**Run 1: routing congestion**

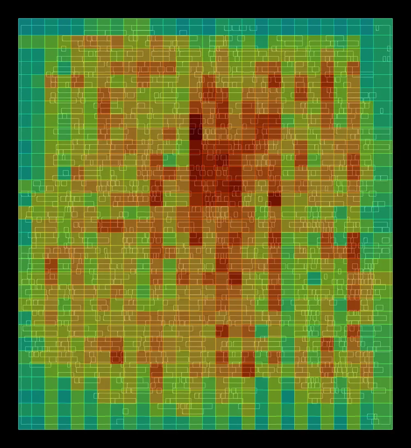
**Run 1: M2 wires**

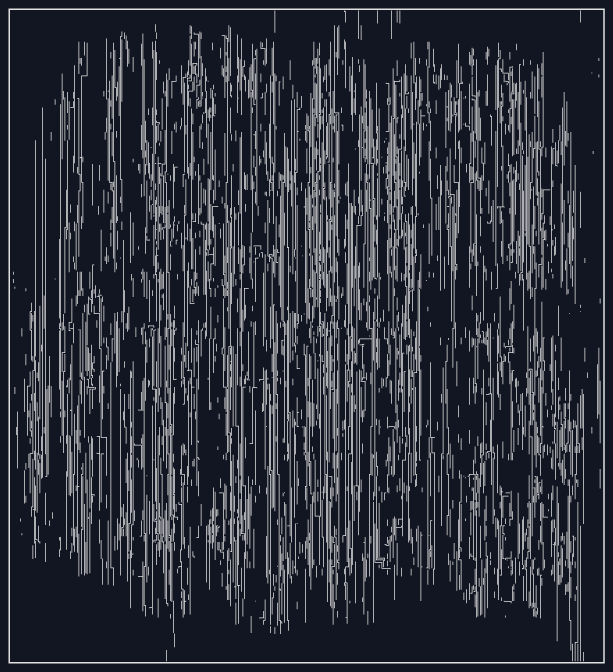
**Run 1: cell density map**

20 x 22 tiles, from white (low) to dark blue (high), 0 to 100% covered.
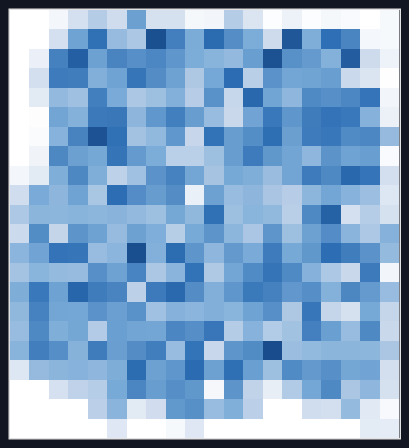
--- src/rtl/lcd_screen_sequencer_if.sv ---
// Host buffer writes, refresh request and transaction-layer handshake for lcd_screen_sequencer.
interface lcd_screen_sequencer_if;
  logic       buf_we;
  logic [4:0] buf_addr;
  logic [7:0] buf_wdata;
  logic       refresh;
  logic       set_dd_ram_addr_done;
  logic       send_data_done;
  logic       do_set_dd_ram_addr;
  logic [6:0] dd_ram_addr;
  logic       do_write_data;
  logic [7:0] data_to_write;
  logic       busy;
  logic       frame_done;
  logic       err;

  modport master (
    output buf_we, buf_addr, buf_wdata, refresh, set_dd_ram_addr_done, send_data_done,
    input  do_set_dd_ram_addr, dd_ram_addr, do_write_data, data_to_write, busy, frame_done, err
  );

  modport slave (
    input  buf_we, buf_addr, buf_wdata, refresh, set_dd_ram_addr_done, send_data_done,
    output do_set_dd_ram_addr, dd_ram_addr, do_write_data, data_to_write, busy, frame_done, err
  );
endinterface

--- src/rtl/lcd_screen_sequencer.sv ---
// Replays a 2-line shadow character buffer to the LCD transaction layer on refresh,
// one request/done handshake per step, each step guarded by a watchdog.
module lcd_screen_sequencer #(
  parameter int COLS    = 16,
  parameter int TIMEOUT = 1000000,
  parameter int TO_W    = 20
) (
  input logic                   clk,
  input logic                   reset,
  lcd_screen_sequencer_if.slave bus
);

  localparam int NCHR  = 2 * COLS;
  localparam int IDX_W = $clog2(NCHR);

  typedef enum logic [2:0] {
    S_IDLE      = 3'd0,
    S_SET_ADDR  = 3'd1,
    S_WAIT_ADDR = 3'd2,
    S_WRITE_CHR = 3'd3,
    S_WAIT_CHR  = 3'd4,
    S_DONE      = 3'd5
  } state_t;

  state_t           r_state;
  logic [7:0]       r_buf [NCHR];
  logic [IDX_W-1:0] r_idx;
  logic             r_pending;
  logic [TO_W-1:0]  r_wd;
  logic             r_do_set;
  logic [6:0]       r_dd_addr;
  logic             r_do_wr;
  logic [7:0]       r_data;
  logic             r_busy;
  logic             r_frame_done;
  logic             r_err;

  logic [IDX_W-1:0] w_idx_inc;
  logic             w_last_line1;
  logic             w_last;
  logic             w_expire;

  assign w_idx_inc    = r_idx + 1'b1;
  assign w_last_line1 = (r_idx == IDX_W'(COLS - 1));
  assign w_last       = (r_idx == IDX_W'(NCHR - 1));
  assign w_expire     = (r_wd == TO_W'(TIMEOUT - 1));

  // Host writes land at any time; a same-cycle read of that entry still sees the old value.
  always_ff @(posedge clk) begin
    if (!reset) begin
      for (int i = 0; i < NCHR; i++) begin
        r_buf[i] <= 8'h20;
      end
    end else if (bus.buf_we) begin
      r_buf[bus.buf_addr] <= bus.buf_wdata;
    end
  end

  // Requests are registered on the edge entering their state so each pulse lasts exactly one cycle.
  always_ff @(posedge clk) begin
    if (!reset) begin
      r_state      <= S_IDLE;
      r_idx        <= '0;
      r_pending    <= 1'b0;
      r_wd         <= '0;
      r_do_set     <= 1'b0;
      r_dd_addr    <= 7'h00;
      r_do_wr      <= 1'b0;
      r_data       <= 8'h00;
      r_busy       <= 1'b0;
      r_frame_done <= 1'b0;
      r_err        <= 1'b0;
    end else begin
      r_do_set     <= 1'b0;
      r_do_wr      <= 1'b0;
      r_frame_done <= 1'b0;
      if (bus.refresh && (r_state != S_IDLE)) begin
        r_pending <= 1'b1;
      end
      case (r_state)
        S_IDLE: begin
          if (bus.refresh) begin
            r_state   <= S_SET_ADDR;
            r_idx     <= '0;
            r_err     <= 1'b0;
            r_busy    <= 1'b1;
            r_do_set  <= 1'b1;
            r_dd_addr <= 7'h00;
          end
        end
        S_SET_ADDR: begin
          r_wd    <= '0;
          r_state <= S_WAIT_ADDR;
        end
        S_WAIT_ADDR: begin
          if (bus.set_dd_ram_addr_done) begin
            r_state <= S_WRITE_CHR;
            r_do_wr <= 1'b1;
            r_data  <= r_buf[r_idx];
          end else if (w_expire) begin
            r_err     <= 1'b1;
            r_busy    <= 1'b0;
            r_pending <= 1'b0;
            r_state   <= S_IDLE;
          end else begin
            r_wd <= r_wd + 1'b1;
          end
        end
        S_WRITE_CHR: begin
          r_wd    <= '0;
          r_state <= S_WAIT_CHR;
        end
        S_WAIT_CHR: begin
          if (bus.send_data_done) begin
            r_idx <= w_idx_inc;
            if (w_last) begin
              r_state      <= S_DONE;
              r_frame_done <= 1'b1;
            end else if (w_last_line1) begin
              r_state   <= S_SET_ADDR;
              r_do_set  <= 1'b1;
              r_dd_addr <= 7'h40;
            end else begin
              r_state <= S_WRITE_CHR;
              r_do_wr <= 1'b1;
              r_data  <= r_buf[w_idx_inc];
            end
          end else if (w_expire) begin
            r_err     <= 1'b1;
            r_busy    <= 1'b0;
            r_pending <= 1'b0;
            r_state   <= S_IDLE;
          end else begin
            r_wd <= r_wd + 1'b1;
          end
        end
        S_DONE: begin
          // A refresh landing in this very cycle counts as pending too.
          if (r_pending || bus.refresh) begin
            r_pending <= 1'b0;
            r_idx     <= '0;
            r_state   <= S_SET_ADDR;
            r_do_set  <= 1'b1;
            r_dd_addr <= 7'h00;
          end else begin
            r_busy  <= 1'b0;
            r_state <= S_IDLE;
          end
        end
        default: begin
          r_busy  <= 1'b0;
          r_state <= S_IDLE;
        end
      endcase
    end
  end

  assign bus.do_set_dd_ram_addr = r_do_set;
  assign bus.dd_ram_addr        = r_dd_addr;
  assign bus.do_write_data      = r_do_wr;
  assign bus.data_to_write      = r_data;
  assign bus.busy               = r_busy;
  assign bus.frame_done         = r_frame_done;
  assign bus.err                = r_err;

endmodule

--- src/flat_wrapper.sv ---
// flat-port wrapper written by rule: the top's interface ports become plain ports
module lcd_screen_sequencer_flat 
#(
  parameter int COLS    = 16,
  parameter int TIMEOUT = 1000000,
  parameter int TO_W    = 20
)
  (clk, reset, bus_buf_we, bus_buf_addr, bus_buf_wdata, bus_refresh, bus_set_dd_ram_addr_done, bus_send_data_done, bus_do_set_dd_ram_addr, bus_dd_ram_addr, bus_do_write_data, bus_data_to_write, bus_busy, bus_frame_done, bus_err);
  lcd_screen_sequencer_if bus_i ();
  input logic clk;
  input logic reset;
  input wire logic [$bits(bus_i.buf_we)-1:0] bus_buf_we;
  input wire logic [$bits(bus_i.buf_addr)-1:0] bus_buf_addr;
  input wire logic [$bits(bus_i.buf_wdata)-1:0] bus_buf_wdata;
  input wire logic [$bits(bus_i.refresh)-1:0] bus_refresh;
  input wire logic [$bits(bus_i.set_dd_ram_addr_done)-1:0] bus_set_dd_ram_addr_done;
  input wire logic [$bits(bus_i.send_data_done)-1:0] bus_send_data_done;
  output wire logic [$bits(bus_i.do_set_dd_ram_addr)-1:0] bus_do_set_dd_ram_addr;
  output wire logic [$bits(bus_i.dd_ram_addr)-1:0] bus_dd_ram_addr;
  output wire logic [$bits(bus_i.do_write_data)-1:0] bus_do_write_data;
  output wire logic [$bits(bus_i.data_to_write)-1:0] bus_data_to_write;
  output wire logic [$bits(bus_i.busy)-1:0] bus_busy;
  output wire logic [$bits(bus_i.frame_done)-1:0] bus_frame_done;
  output wire logic [$bits(bus_i.err)-1:0] bus_err;
  assign bus_i.buf_we = bus_buf_we;
  assign bus_i.buf_addr = bus_buf_addr;
  assign bus_i.buf_wdata = bus_buf_wdata;
  assign bus_i.refresh = bus_refresh;
  assign bus_i.set_dd_ram_addr_done = bus_set_dd_ram_addr_done;
  assign bus_i.send_data_done = bus_send_data_done;
  assign bus_do_set_dd_ram_addr = bus_i.do_set_dd_ram_addr;
  assign bus_dd_ram_addr = bus_i.dd_ram_addr;
  assign bus_do_write_data = bus_i.do_write_data;
  assign bus_data_to_write = bus_i.data_to_write;
  assign bus_busy = bus_i.busy;
  assign bus_frame_done = bus_i.frame_done;
  assign bus_err = bus_i.err;
  lcd_screen_sequencer #(.COLS(COLS), .TIMEOUT(TIMEOUT), .TO_W(TO_W)) u_core (.clk(clk), .reset(reset), .bus(bus_i));
endmodule
--- config.mk ---
export PLATFORM = sky130hd
export DESIGN_NAME = lcd_screen_sequencer_flat
export DESIGN_NICKNAME = d
export VERILOG_FILES = /design/src/rtl/lcd_screen_sequencer_if.sv /design/src/rtl/lcd_screen_sequencer.sv /design/src/flat_wrapper.sv
export SDC_FILE = /design/constraint.sdc
export NUM_CORES = 1
export LEC_CHECK = 0
export ABC_AREA = 0
export CAP_MARGIN = 20
export CORE_ASPECT_RATIO = 1.1
export CORE_UTILIZATION = 40
export DETAILED_ROUTE_END_ITERATION = 6
export PLACE_DENSITY_LB_ADDON = 0.1
export SETUP_SLACK_MARGIN = 0.4
export SLEW_MARGIN = 10
export SYNTH_ARGS = -nofsm -noshare
export SYNTH_HDL_FRONTEND = slang
export SYNTH_SLANG_ARGS = --single-unit
--- constraint.sdc ---
create_clock -name clk -period 3 [get_ports clk]
set_input_delay 0.45 -clock clk [delete_from_list [all_inputs] [get_ports clk]]
set_output_delay 0.45 -clock clk [all_outputs]
set_load 0.05 [all_outputs]
==> results_dict.tcl, run 1 <==
# flow metrics
set metrics [dict create \
    p_clk_w 0.00427 \
    swShare 0.243 \
    met1Wirelength_microns 22300 \
    flop_cell "edfxtp_1" \
    buffer_area_frac 0.0553 \
    hold_viol_final 0 \
    wire_per_inst_microns 25.6 \
    nonClockInverterCount 19 \
    fin_total_pwr_w 0.0100 \
    synthCells 1285 \
    slew_violations 0 \
    switchingPower_w 0.00244 \
    lay_top_count "edfxtp_1" \
    die_h_microns 216 \
    yosys.area.top_type "edfxtp_1" \
    cts_tree "built" \
    crit_start "u_core.r_idx[0]" \
    maxCapViolCount 0 \
    insertion_delay_ns 0.56 \
    gr-total-overflow 0 \
    clockRootBuffer "clkbuf_16" \
    hpwl_microns 33800 \
    critPathKind "register to register" \
    largest_register_ffs 256 \
    place_congestion 0.915 \
    die_w_microns 196 \
    endpoint "u_core.bus.data_to_write[5]" \
    fin_area_sq_um 19000 \
    antenna_found_initial 0 \
    fin_ws_ns 0.453 \
    grt_pass1_vias 10800 \
    p_int_w 0.00761 \
    cp-end-kind "register" \
    syn-cell-area_sq_um 16600 \
    grt_pass1_wl_microns 72900 \
    yosys_cells 1285 \
    top_register "u_core.r_buf" \
    most_common_cell "edfxtp_1" \
    ys_sh_aoi 0.0526 \
    regArea_sq_um 8660 \
    seqPwrFrac 0.492 \
    synthMuxAreaShare 0.218 \
    yosysWarnings 0 \
    cp.depth 7 \
    area_leaders "edfxtp_1, mux4_2, and2_1" \
    dominant_cells "flip-flops and latches" \
    final_cell_mix "edfxtp_1, and2_1, mux2i_1, mux4_2, buf_4" \
    comb_cells 853 \
    coreArea_sq_um 40600 \
    buffers 113 \
    nClkBuffers 54 \
    clockBufferDepth 3 \
    ys_sh_simple 0.165 \
    nFillCells 3603 \
    antenna_left 0 \
    reg2reg_setup_slack_ns 0.45 \
    path_max_fanout 37 \
    max_slew.worst_pin.slew_ns 0.894 \
    cts-buffers-inserted 37 \
    status "complete, no violations" \
    wl_met3_microns 2020 \
    route.detailed.drc 0 \
    rows 77 \
    synth_seq_share 0.521 \
    rsz0062_at_grt "true" \
    critPathMaxStageDelay_ns 0.56 \
    async_flop_share 0 \
    post_cts_resized 6 \
    cts.sinks 304 \
    fmax_mhz 393 \
    h-tree-depth 2 \
    p_per_area_nw_per_um2 528 \
    hold_class "register to register" \
    drive_gt1_frac 0.199 \
    fp-utilization 0.410 \
]
About 'routing congestion':
global routing usage on met1: 0.332
met2 usage: 0.380
Most Crowded Layer GR: met2
met3 Use GR: 0.0361

About 'M2 wires':
- wire length on this layer: 23.5 mm
- share of all routed wire: 48%
- longest straight run: 133 microns
- nets with wire on the layer: 1,134

About 'cell density map':
- mean over tiles: 43%
- fullest tile: 89%
- tiles over 75% full: 4.5%

==> run 1 -> run 2 <==
Clock period 3 ns to 2.3 ns, I/O delays scaled along.
==> results_dict.tcl, run 2 <==
# flow metrics
set metrics [dict create \
    async_flop_share 0 \
    hold_viol_final 0 \
    area_leaders "edfxtp_1, mux4_2, and2_1" \
    die_h_microns 216 \
    comb_power_share 0.099 \
    p_int_w 0.0104 \
    nonClockInverterCount 19 \
    synth_adder_area_share 0.00377 \
    cts.sinks 304 \
    critPathKind "register to register" \
    buffer_area_frac 0.104 \
    h-tree-depth 2 \
    syn-cell-area_sq_um 16600 \
    max_slew.worst_pin.slew_ns 0.888 \
    setup_viol 4 \
    regArea_sq_um 8670 \
    fp-utilization 0.410 \
    flop_cell "edfxtp_1" \
    hpwl_microns 34100 \
    edf_count 256 \
    grt_max_degree 36 \
    vias 11300 \
    comb_cells 854 \
    route.detailed.drc 0 \
    buffers 217 \
    synthCells 1285 \
    antenna_found_initial 1 \
    logic_family "multiplexers" \
    yosysWarnings 0 \
    place.port_buffers 32 \
    most_common_cell "edfxtp_1" \
    post_cts_resized 72 \
    swShare 0.242 \
    path_max_fanout 5 \
    fin_total_pwr_w 0.0138 \
    clockBufferDepth 3 \
    top_usage_layer "met2" \
    p_per_area_nw_per_um2 664 \
    wl_met3_microns 2270 \
    reg2reg_setup_slack_ns -0.04 \
    rows 77 \
    maxCapViolCount 0 \
    yosys_cells 1285 \
    ys_sh_aoi 0.0526 \
    fmax_mhz 427 \
    drive_gt1_frac 0.308 \
    fin_area_sq_um 20700 \
    endpoint "u_core.bus.data_to_write[2]" \
    io_pins 39 \
    clockRootBuffer "clkbuf_16" \
    cts_tree "built" \
    ys_ff 304 \
    cts-buffers-inserted 37 \
    dominant_cells "flip-flops and latches" \
    fin_ws_ns -0.0414 \
    synthMuxAreaShare 0.218 \
    met1Wirelength_microns 22200 \
    insertion_delay_ns 0.56 \
    rsz0062_at_grt "true" \
    coreArea_sq_um 40600 \
    slew_violations 0 \
    violations "negative setup slack" \
    synth_seq_share 0.521 \
    critPathMaxStageDelay_ns 0.37 \
    grt_pass1_wl_microns 74400 \
    p_clk_w 0.00596 \
    top_register "u_core.r_buf" \
    hold_class "input pin to register" \
    synthDistinctLibCells 62 \
    final_cell_mix "edfxtp_1, and2_1, buf_4, mux4_2, mux2i_1" \
    yosys.area.top_type "edfxtp_1" \
    cp.depth 9 \
    grt_pass1_vias 11400 \
    status "finished with violations" \
    gr-total-overflow 0 \
    nets 1457 \
    nFillCells 3424 \
    post_cts_buffers 17 \
    ys_sh_simple 0.165 \
    cp-end-kind "register" \
    seqPwrFrac 0.468 \
    crit_start "u_core.r_idx[0]" \
    antenna_left 0 \
    switchingPower_w 0.00333 \
    nClkBuffers 47 \
    largest_register_ffs 256 \
]
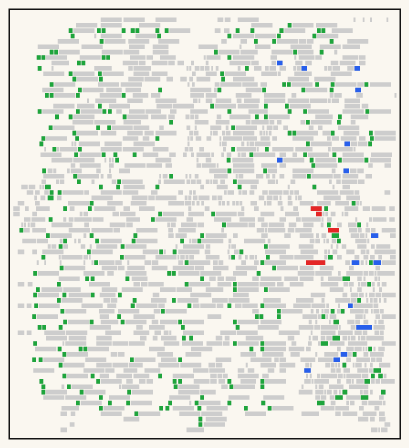
**Above:** run 2 (logic cells by family).
- and/or cells: green (cells 289; where widely spread)
- xor and xnor cells: red (cells 4; where right middle)
- non-inverting ao/oa cells: blue (cells 15)
Post-Layout Cell Count: 2,015
Commonest Layout Cell: edfxtp_1
Comb/total area: 0.381

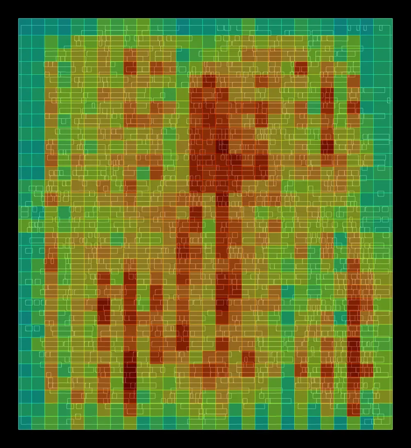
**Above:** run 2 (routing congestion).
WL per Instance: 24.7 microns
global routing usage on met1: 0.332
met2 usage: 0.391
GR Util All Layers: 0.240
met3 Use GR: 0.0306

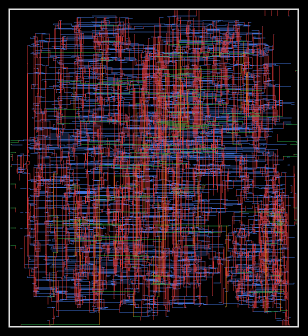
**Above:** run 2 (routed metal, one color a layer).
- M3: green (wire length 2,270 microns)
- M2: red (wire length 23.9 mm)
- M1: blue (wire length 22.2 mm)
- M4: orange (wire length 1,580 microns)

==> run 2 -> run 3 <==
Settings changed: SLEW_MARGIN 10 to default.
Clock period 2.3 ns to 3 ns, I/O delays scaled along.
==> results_dict.tcl, run 3 <==
# flow metrics
set metrics [dict create \
    status "complete, no violations" \
    comb_power_share 0.083 \
    fin_crit_sh 0.849 \
    crit_start "u_core.r_idx[0]" \
    logic_family "multiplexers" \
    fmax_mhz 393 \
    most_common_cell "edfxtp_1" \
    nFillCells 3603 \
    fin_area_sq_um 19000 \
    p_per_area_nw_per_um2 528 \
    buffer_area_frac 0.0553 \
    flop_cell "edfxtp_1" \
    cp-end-kind "register" \
    route.detailed.drc 0 \
    nClkBuffers 54 \
    antenna_found_initial 0 \
    io_pins 39 \
    avgSynthCellArea_sq_um 12.9 \
    fin_ws_ns 0.453 \
    p_int_w 0.00761 \
    cts_tree "built" \
    ys_sh_aoi 0.0526 \
    firstDrtPassIters 5 \
    regArea_sq_um 8660 \
    clockRootBuffer "clkbuf_16" \
    final_cell_mix "edfxtp_1, and2_1, mux2i_1, mux4_2, buf_4" \
    insertion_delay_ns 0.56 \
    max_slew.worst_pin.slew_ns 0.894 \
    dominant_cells "flip-flops and latches" \
    syn-cell-area_sq_um 16600 \
    top_register "u_core.r_buf" \
    dpl_cell_area_sq_um 17800 \
    hold_viol_final 0 \
    synthDistinctLibCells 62 \
    async_flop_share 0 \
    clock-skew-final_ns 0.0176 \
    h-tree-depth 2 \
    comb_share 0.390 \
    cts.sinks 304 \
    ys_sh_simple 0.165 \
    met1Wirelength_microns 22300 \
    fin_cells 1908 \
    synth_adder_area_share 0.00377 \
    nets 1352 \
    synthMuxAreaShare 0.218 \
    rsz0062_at_grt "true" \
    flops 304 \
    hpwl_microns 33800 \
    critPathMaxStageDelay_ns 0.56 \
    yosysWarnings 0 \
    ys_ff 304 \
    drive_gt1_frac 0.199 \
    cp.depth 7 \
    grt_pass1_vias 10800 \
    seqPwrFrac 0.492 \
    clkPwrFrac 0.425 \
    setup_viol 0 \
    hold_class "register to register" \
    fp-utilization 0.410 \
    path_max_fanout 37 \
    maxCapViolCount 0 \
    seq_share 0.455 \
    antenna_left 0 \
    reg2reg_setup_slack_ns 0.45 \
    switchingPower_w 0.00244 \
    largest_register_ffs 256 \
    p_clk_w 0.00427 \
    rows 77 \
    synth_seq_share 0.521 \
    yosys.area.top_type "edfxtp_1" \
    hold_depth 2 \
    fin_total_pwr_w 0.0100 \
    buffers 113 \
    synthCells 1285 \
    nonClockInverterCount 19 \
    use_met2 0.380 \
    top_usage_layer "met2" \
    critPathKind "register to register" \
    clockBufferDepth 3 \
    lay_top_count "edfxtp_1" \
    yosys_cells 1285 \
    worstPathCellList "ha_4 > buf_16 > mux2i_1 > mux4_2 > nor3_1 > o41ai_1 > o211ai_1" \
    vias 11000 \
    place_congestion 0.915 \
    grt_max_degree 43 \
    place.port_buffers 32 \
    met1_usage 0.332 \
    logic_area_sq_um 7420 \
    ys_sh_xor 0.00256 \
    coreArea_sq_um 40600 \
    edf_count 256 \
    wl_met3_microns 2020 \
    comb_cells 853 \
    swShare 0.243 \
    cts-buffers-inserted 37 \
    top_area_frac 0.463 \
    rr_startpoint "u_core.r_idx[0]" \
    slew_violations 0 \
    area_leaders "edfxtp_1, mux4_2, and2_1" \
    gr-total-overflow 0 \
    post_cts_buffers 0 \
    grt_pass1_wl_microns 72900 \
    endpoint "u_core.bus.data_to_write[5]" \
    post_cts_resized 6 \
    dp_slack_ns 0.223 \
    die_h_microns 216 \
]
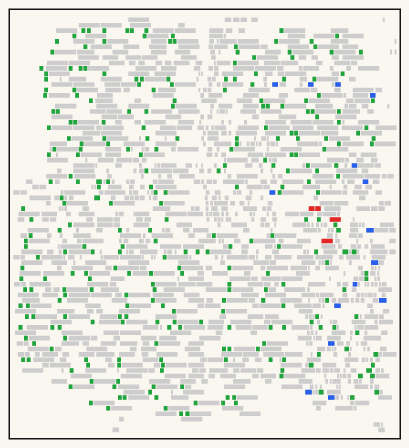
**Above:** run 3 (logic cells by family).
- non-inverting ao/oa cells: blue (cells 15)
- xor and xnor cells: red (cells 4; where right middle)
- and/or cells: green (cells 289; where widely spread)

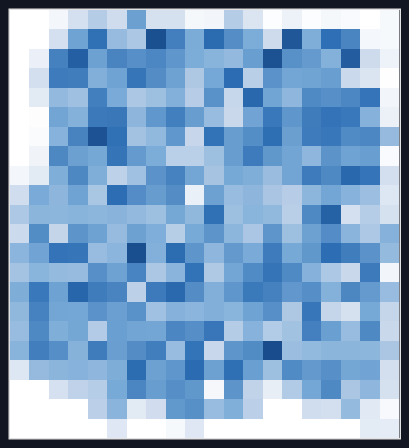
**Above:** run 3 (cell density map).
20 x 22 tiles, from white (low) to dark blue (high), 0 to 100% covered.
- nearly empty tiles: 8.6%
- fullest tile: 89%
- mean over tiles: 43%
- tiles over 75% full: 4.5%

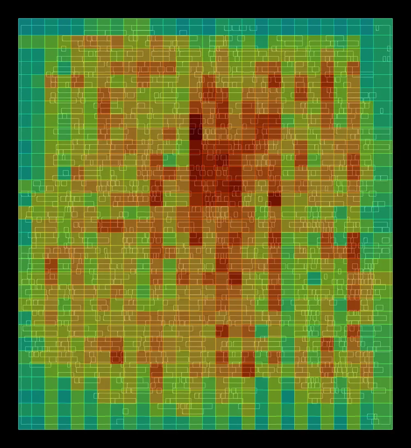
**Above:** run 3 (routing congestion).
post-layout utilization of the core: 0.469
GR Util All Layers: 0.236
WL per Instance: 25.6 microns
met3 Use GR: 0.0361

